===== src/rtl/square_share_arb_pkg.sv =====
// Shared constants, id-width helper and the tag entry type used by the squaring scheduler.
package square_share_arb_pkg;

  localparam int unsigned NReqDefault   = 4;
  localparam int unsigned DwDefault     = 8;
  localparam int unsigned MulLatDefault = 3;

  // Tag ids are sized for the largest supported requester count (8 lanes).
  localparam int unsigned MaxIdW = 3;

  function automatic int unsigned id_w(input int unsigned n);
    return (n <= 1) ? 1 : $clog2(n);
  endfunction

  typedef struct packed {
    logic              vld;
    logic [MaxIdW-1:0] id;
  } tag_t;

endpackage


===== src/rtl/square_share_arb_if.sv =====
// Requester, multiplier and status signals of the squaring scheduler, grouped for port use.
interface square_share_arb_if
  import square_share_arb_pkg::*;
#(
  parameter int unsigned N_REQ = NReqDefault,
  parameter int unsigned DW    = DwDefault
);
  localparam int unsigned ID_W = id_w(N_REQ);

  logic                en_i;
  logic [N_REQ-1:0]    req_vld_i;
  logic [N_REQ*DW-1:0] req_data_i;
  logic [N_REQ-1:0]    req_rdy_o;
  logic [DW-1:0]       mul_a_o;
  logic [DW-1:0]       mul_b_o;
  logic [2*DW-1:0]     mul_p_i;
  logic [N_REQ-1:0]    res_vld_o;
  logic [ID_W-1:0]     res_id_o;
  logic [2*DW-1:0]     res_data_o;
  logic                busy_o;
  logic [15:0]         issue_cnt_o;

  modport slave (
    input  en_i, req_vld_i, req_data_i, mul_p_i,
    output req_rdy_o, mul_a_o, mul_b_o, res_vld_o, res_id_o, res_data_o, busy_o, issue_cnt_o
  );

  modport master (
    output en_i, req_vld_i, req_data_i, mul_p_i,
    input  req_rdy_o, mul_a_o, mul_b_o, res_vld_o, res_id_o, res_data_o, busy_o, issue_cnt_o
  );

endinterface


===== src/rtl/square_share_arb_rr_arbiter.sv =====
// Round-robin grant: first requesting lane searching upward from last+1; pointer moves on accept.
module rr_arbiter
  import square_share_arb_pkg::*;
#(
  parameter int unsigned N_REQ = NReqDefault,
  localparam int unsigned ID_W = id_w(N_REQ)
) (
  input  logic             clk,
  input  logic             rst_n,
  input  logic [N_REQ-1:0] req_i,
  input  logic             en_i,
  input  logic             accept_i,
  output logic [N_REQ-1:0] gnt_o,
  output logic [ID_W-1:0]  idx_o
);

  logic [ID_W-1:0] last_q, last_d;
  logic [ID_W-1:0] pos;
  logic            found;

  always_comb begin
    gnt_o = '0;
    idx_o = '0;
    found = 1'b0;
    pos   = '0;
    for (int unsigned k = 1; k <= N_REQ; k++) begin
      pos = ID_W'((32'(last_q) + k) % N_REQ);
      // Reset gates the grant so stale valids cannot show through while held in reset.
      if (!found && en_i && rst_n && req_i[pos]) begin
        found      = 1'b1;
        gnt_o[pos] = 1'b1;
        idx_o      = pos;
      end
    end
    last_d = accept_i ? idx_o : last_q;
  end

  always_ff @(posedge clk or negedge rst_n) begin
    if (!rst_n) begin
      last_q <= ID_W'(N_REQ - 1);
    end else begin
      last_q <= last_d;
    end
  end

endmodule


===== src/rtl/square_share_arb.sv =====
// Shares one external pipelined squaring multiplier among N_REQ lanes; a tag pipeline
// matched to the multiplier latency routes each product back to its requester.
module square_share_arb
  import square_share_arb_pkg::*;
#(
  parameter int unsigned N_REQ   = NReqDefault,
  parameter int unsigned DW      = DwDefault,
  parameter int unsigned MUL_LAT = MulLatDefault
) (
  input logic               clk,
  input logic               rst_n,
  square_share_arb_if.slave bus
);

  localparam int unsigned ID_W = id_w(N_REQ);

  logic [N_REQ-1:0] gnt;
  logic [ID_W-1:0]  gnt_idx;
  logic             hs;
  logic [DW-1:0]    opnd_sel;

  logic [DW-1:0]    opnd_q, opnd_d;
  tag_t             tag_q [MUL_LAT+1];
  tag_t             tag_d [MUL_LAT+1];
  logic [N_REQ-1:0] res_vld_q, res_vld_d;
  logic [ID_W-1:0]  res_id_q, res_id_d;
  logic [2*DW-1:0]  res_data_q, res_data_d;
  logic [15:0]      cnt_q, cnt_d;
  logic             busy;

  rr_arbiter #(
    .N_REQ(N_REQ)
  ) u_arb (
    .clk     (clk),
    .rst_n   (rst_n),
    .req_i   (bus.req_vld_i),
    .en_i    (bus.en_i),
    .accept_i(hs),
    .gnt_o   (gnt),
    .idx_o   (gnt_idx)
  );

  assign hs = |(bus.req_vld_i & gnt);

  always_comb begin
    opnd_sel = '0;
    for (int unsigned i = 0; i < N_REQ; i++) begin
      if (gnt[i]) opnd_sel = bus.req_data_i[i*DW +: DW];
    end
    opnd_d = hs ? opnd_sel : opnd_q;

    tag_d[0].vld = hs;
    tag_d[0].id  = hs ? MaxIdW'(gnt_idx) : tag_q[0].id;
    for (int unsigned k = 1; k <= MUL_LAT; k++) begin
      tag_d[k] = tag_q[k-1];
    end

    // tag_q[MUL_LAT] lines up with the product currently on mul_p_i.
    res_vld_d = '0;
    for (int unsigned i = 0; i < N_REQ; i++) begin
      res_vld_d[i] = tag_q[MUL_LAT].vld && (tag_q[MUL_LAT].id == MaxIdW'(i));
    end
    res_id_d   = tag_q[MUL_LAT].vld ? ID_W'(tag_q[MUL_LAT].id) : res_id_q;
    res_data_d = tag_q[MUL_LAT].vld ? bus.mul_p_i : res_data_q;

    cnt_d = cnt_q + 16'(hs);

    busy = |res_vld_q;
    for (int unsigned k = 0; k <= MUL_LAT; k++) begin
      busy = busy | tag_q[k].vld;
    end
  end

  always_ff @(posedge clk or negedge rst_n) begin
    if (!rst_n) begin
      opnd_q     <= '0;
      res_vld_q  <= '0;
      res_id_q   <= '0;
      res_data_q <= '0;
      cnt_q      <= '0;
      for (int unsigned k = 0; k <= MUL_LAT; k++) begin
        tag_q[k] <= '0;
      end
    end else begin
      opnd_q     <= opnd_d;
      res_vld_q  <= res_vld_d;
      res_id_q   <= res_id_d;
      res_data_q <= res_data_d;
      cnt_q      <= cnt_d;
      for (int unsigned k = 0; k <= MUL_LAT; k++) begin
        tag_q[k] <= tag_d[k];
      end
    end
  end

  assign bus.req_rdy_o   = gnt;
  assign bus.mul_a_o     = opnd_q;
  assign bus.mul_b_o     = opnd_q;
  assign bus.res_vld_o   = res_vld_q;
  assign bus.res_id_o    = res_id_q;
  assign bus.res_data_o  = res_data_q;
  assign bus.busy_o      = busy;
  assign bus.issue_cnt_o = cnt_q;

endmodule


===== src/flat_wrapper.sv =====
// flat-port wrapper written by rule: the top's interface ports become plain ports
module square_share_arb_flat import square_share_arb_pkg::*;
#(
  parameter int unsigned N_REQ   = NReqDefault,
  parameter int unsigned DW      = DwDefault,
  parameter int unsigned MUL_LAT = MulLatDefault
)
  (clk, rst_n, bus_en_i, bus_req_vld_i, bus_req_data_i, bus_mul_p_i, bus_req_rdy_o, bus_mul_a_o, bus_mul_b_o, bus_res_vld_o, bus_res_id_o, bus_res_data_o, bus_busy_o, bus_issue_cnt_o);
  square_share_arb_if #(.N_REQ(N_REQ), .DW(DW)) bus_i ();
  input logic clk;
  input logic rst_n;
  input wire logic [$bits(bus_i.en_i)-1:0] bus_en_i;
  input wire logic [$bits(bus_i.req_vld_i)-1:0] bus_req_vld_i;
  input wire logic [$bits(bus_i.req_data_i)-1:0] bus_req_data_i;
  input wire logic [$bits(bus_i.mul_p_i)-1:0] bus_mul_p_i;
  output wire logic [$bits(bus_i.req_rdy_o)-1:0] bus_req_rdy_o;
  output wire logic [$bits(bus_i.mul_a_o)-1:0] bus_mul_a_o;
  output wire logic [$bits(bus_i.mul_b_o)-1:0] bus_mul_b_o;
  output wire logic [$bits(bus_i.res_vld_o)-1:0] bus_res_vld_o;
  output wire logic [$bits(bus_i.res_id_o)-1:0] bus_res_id_o;
  output wire logic [$bits(bus_i.res_data_o)-1:0] bus_res_data_o;
  output wire logic [$bits(bus_i.busy_o)-1:0] bus_busy_o;
  output wire logic [$bits(bus_i.issue_cnt_o)-1:0] bus_issue_cnt_o;
  assign bus_i.en_i = bus_en_i;
  assign bus_i.req_vld_i = bus_req_vld_i;
  assign bus_i.req_data_i = bus_req_data_i;
  assign bus_i.mul_p_i = bus_mul_p_i;
  assign bus_req_rdy_o = bus_i.req_rdy_o;
  assign bus_mul_a_o = bus_i.mul_a_o;
  assign bus_mul_b_o = bus_i.mul_b_o;
  assign bus_res_vld_o = bus_i.res_vld_o;
  assign bus_res_id_o = bus_i.res_id_o;
  assign bus_res_data_o = bus_i.res_data_o;
  assign bus_busy_o = bus_i.busy_o;
  assign bus_issue_cnt_o = bus_i.issue_cnt_o;
  square_share_arb #(.N_REQ(N_REQ), .DW(DW), .MUL_LAT(MUL_LAT)) u_core (.clk(clk), .rst_n(rst_n), .bus(bus_i));
endmodule

===== config.mk =====
export PLATFORM = sky130hd
export DESIGN_NAME = square_share_arb_flat
export DESIGN_NICKNAME = d
export VERILOG_FILES = /design/src/rtl/square_share_arb_pkg.sv /design/src/rtl/square_share_arb_if.sv /design/src/rtl/square_share_arb_rr_arbiter.sv /design/src/rtl/square_share_arb.sv /design/src/flat_wrapper.sv
export SDC_FILE = /design/constraint.sdc
export NUM_CORES = 1
export LEC_CHECK = 0
export CAP_MARGIN = 0
export CORE_MARGIN = 2
export CORE_UTILIZATION = 40
export CTS_CLUSTER_SIZE = 8
export DETAILED_ROUTE_END_ITERATION = 12
export PLACE_DENSITY = 0.87
export REMOVE_ABC_BUFFERS = 1
export SYNTH_ARGS = -nofsm -noshare
export SYNTH_HDL_FRONTEND = slang
export SYNTH_HIERARCHICAL = 1
export SYNTH_SLANG_ARGS = --single-unit

===== constraint.sdc =====
create_clock -name clk -period 4.1 [get_ports clk]
set_clock_uncertainty 0.2 [all_clocks]
set_input_delay 0.615 -clock clk [delete_from_list [all_inputs] [get_ports clk]]
set_output_delay 0.615 -clock clk [all_outputs]
set_load 0.02 [all_outputs]

### Track usage over the die, run 1

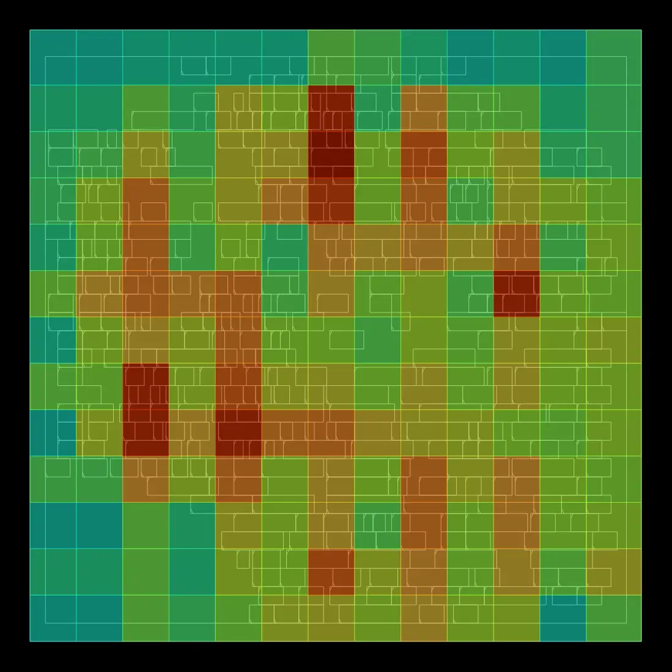
GR Util met2: 0.324
Post-Route Utilization: 0.608
grt peak-use layer: met2
WL/cell: 15.4 um

### Sequential cells colored by netlist name, run 1

Bar = 20 um. Other sequential cells in the stronger gray, the rest of the logic in the fainter gray.
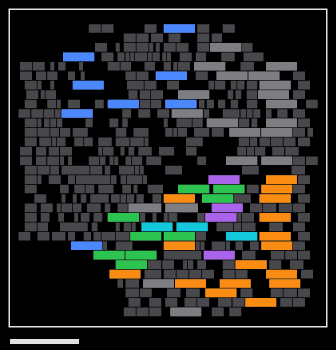
| netlist name | color | placed flops |
|---|---|---|
| u_core/bus.res_vld_o | purple | 4 |
| u_core/bus.res_data_o | orange | 16 |
| u_core/tag_q | cyan | 3 |
| u_core/bus.mul_a_o | blue | 8 |
| u_core/tag_d | green | 9 |
Seq/total area: 0.339
Reg area: 1500 um^2
P_seq: 946 uW

### Placed cells, one color a class, run 1

Bar = 20 um.
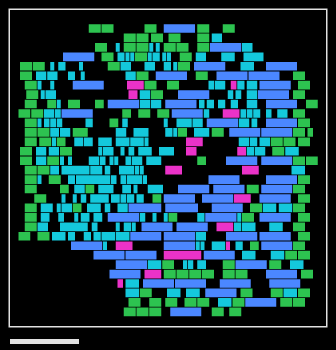
| class | color | cells | share of their area |
|---|---|---|---|
| flip-flops | blue | 60 | 35% |
| all other logic | cyan | 185 | 32% |
| other buffers and delay cells | green | 126 | 28% |
| clock drivers and dummy loads | magenta | 16 | 4.4% |
row cnt: 31
Core Area: 7290 um^2

==> results_slide.txt, run 1 <==
Key Metrics from the Run

Status
  • Outcome: finished clean

Power
  • Comb. pwr: 1610 uW
  • Switch Pwr: 1180 uW
  • Reg power frac: 0.309
  • Power Internal: 1890 uW
  • Largest power group: combinational logic
  • P per Cell Area: ~690 nW/um^2

Clock tree
  • Root buf cell: clkbuf_8
  • Cts repair resizes: 0
  • Longest Clk Path Bufs: 2
  • Clock sinks: about 60

Global routing
  • Total GRT Usage: 0.186

Setup path
  • Slowest cell on crit path: clkdlybuf4s50_1
  • Worst Setup EP: bus_req_rdy_o[3]
  • CP max FO: 8
  • Worst Setup SP: bus_req_vld_i[1]
  • Crit-path most repeated cell: clkdlybuf4s50_1
  • CP Capture Type: output port
  • Cell chain of the critical path: clkdlybuf4s50_1, mux4_2, a2111oi_4, a221o_2, clkdlybuf4s50_1

Logic synthesis
  • Synth flops: roughly 60
  • Post-synth ARST share: 1.00
  • Netlist cell types: ~44
  • EDFF count, synth: 0
  • Mapped cell area: ~3000 um^2
  • Synth Instances: 265

Floorplanning
  • Die Area: about 8300 um^2
  • Core Util at FP: 0.415

Final timing
  • Final hold vios: 0
  • FMAX: approximately 250 MHz
  • Final min period: just under 4000 ps
  • Worst slew pin tran: 732 ps
  • Hold WS: between 100 and 150 ps
  • Setup WS post-layout: roughly 150 ps
  • Slew HR: 0.512
  • Setup Viol. Count Final: 0

Cells and area
  • Area grow syn2layout: 46.3%
  • Comb/total area: 0.300
  • Registers: approximately 60
  • Inverters: 15
  • Filler cells: between 600 and 700
  • Total of clock buffers placed in the layout: 10

Route
  • Drt drc: 0
  • Met2 Routed Length: between 3000 and 4000 um

Hold path
  • Class of the worst hold path: reg2reg

Job
  • OpenROAD warning count: 31
--- run 2 (diff from run 1) ---
- SYNTH_HIERARCHICAL: 1 -> not set
### Sequential cells colored by netlist name, run 2

Bar = 20 um. Other sequential cells in the stronger gray, the rest of the logic in the fainter gray.
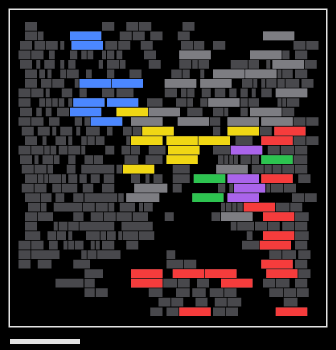
| netlist name | color | placed flops |
|---|---|---|
| u_core.bus.res_data_o | red | 16 |
| u_core.bus.mul_a_o | blue | 8 |
| u_core.tag_q | green | 3 |
| u_core.tag_d | yellow | 9 |
| u_core.bus.res_vld_o | purple | 4 |
not colored: 20

### Clock distribution, run 2

Bar = 20 um.
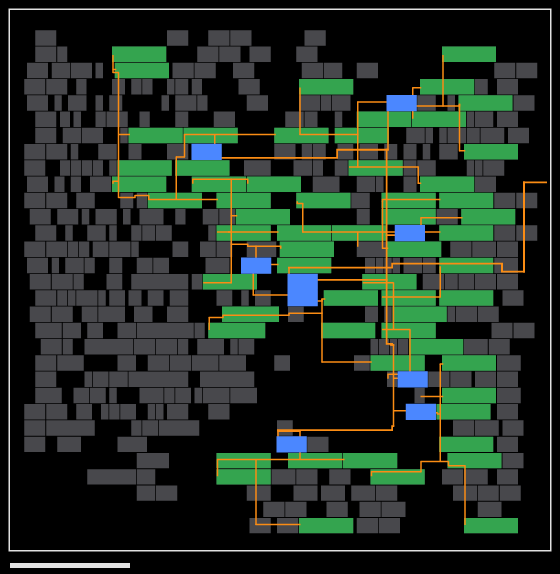
[clock wires] orange | length: 680 um
[cells driving clock nets] blue | count: 9
[flip-flops] green | count: 60
routed clock nets: 10
Clock Power Share: 0.147
Clk. pwr: 457 uW

==> run 2 against run 1 <==
Against the previous run:
- largest power group unchanged
- sequential cell count stayed put
- clock power decreased by 11%
- critical path type unchanged
- worst hold slack worse by 0.61 ps
- critical endpoint is now bus_req_rdy_o[0]
- largest cell class unchanged
- register-to-register slack worse by 170 ps
- final cell count up 0.41%
==> results_slide.txt, run 2 <==
Key Metrics from the Run

Cells and area
  • Total of clock buffers placed in the layout: 11
  • Registers: 60
  • Area grow syn2layout: 50.4%
  • Inverters: 11

Setup path
  • CP Capture Type: output port
  • CP max FO: 9
  • Worst Setup SP: bus_req_vld_i[2]
  • Worst Setup EP: bus_req_rdy_o[0]

Global routing
  • Grt peak-use layer: met2
  • Total GRT Usage: 0.184

Status
  • Outcome: finished clean

Floorplanning
  • Core Util at FP: 0.411
  • Core Area: about 7300 um^2

Job
  • OpenROAD warning count: 31

Logic synthesis
  • Synth Instances: 257
  • Post-synth ARST share: 1.00
  • Mapped cell area: roughly 3000 um^2

Final timing
  • Slew HR: 0.506
  • Setup Viol. Count Final: 0
  • FMAX: 251 MHz
  • Final min period: ~4000 ps

Power
  • P_seq: 963 uW
  • P per Cell Area: ~690 nW/um^2
  • Power Internal: roughly 1900 uW

Hold path
  • Class of the worst hold path: reg2reg

Route
  • WL/cell: 14.7 um

Clock tree
  • Clock sinks: 60
Power and IR drop assume default switching activity.
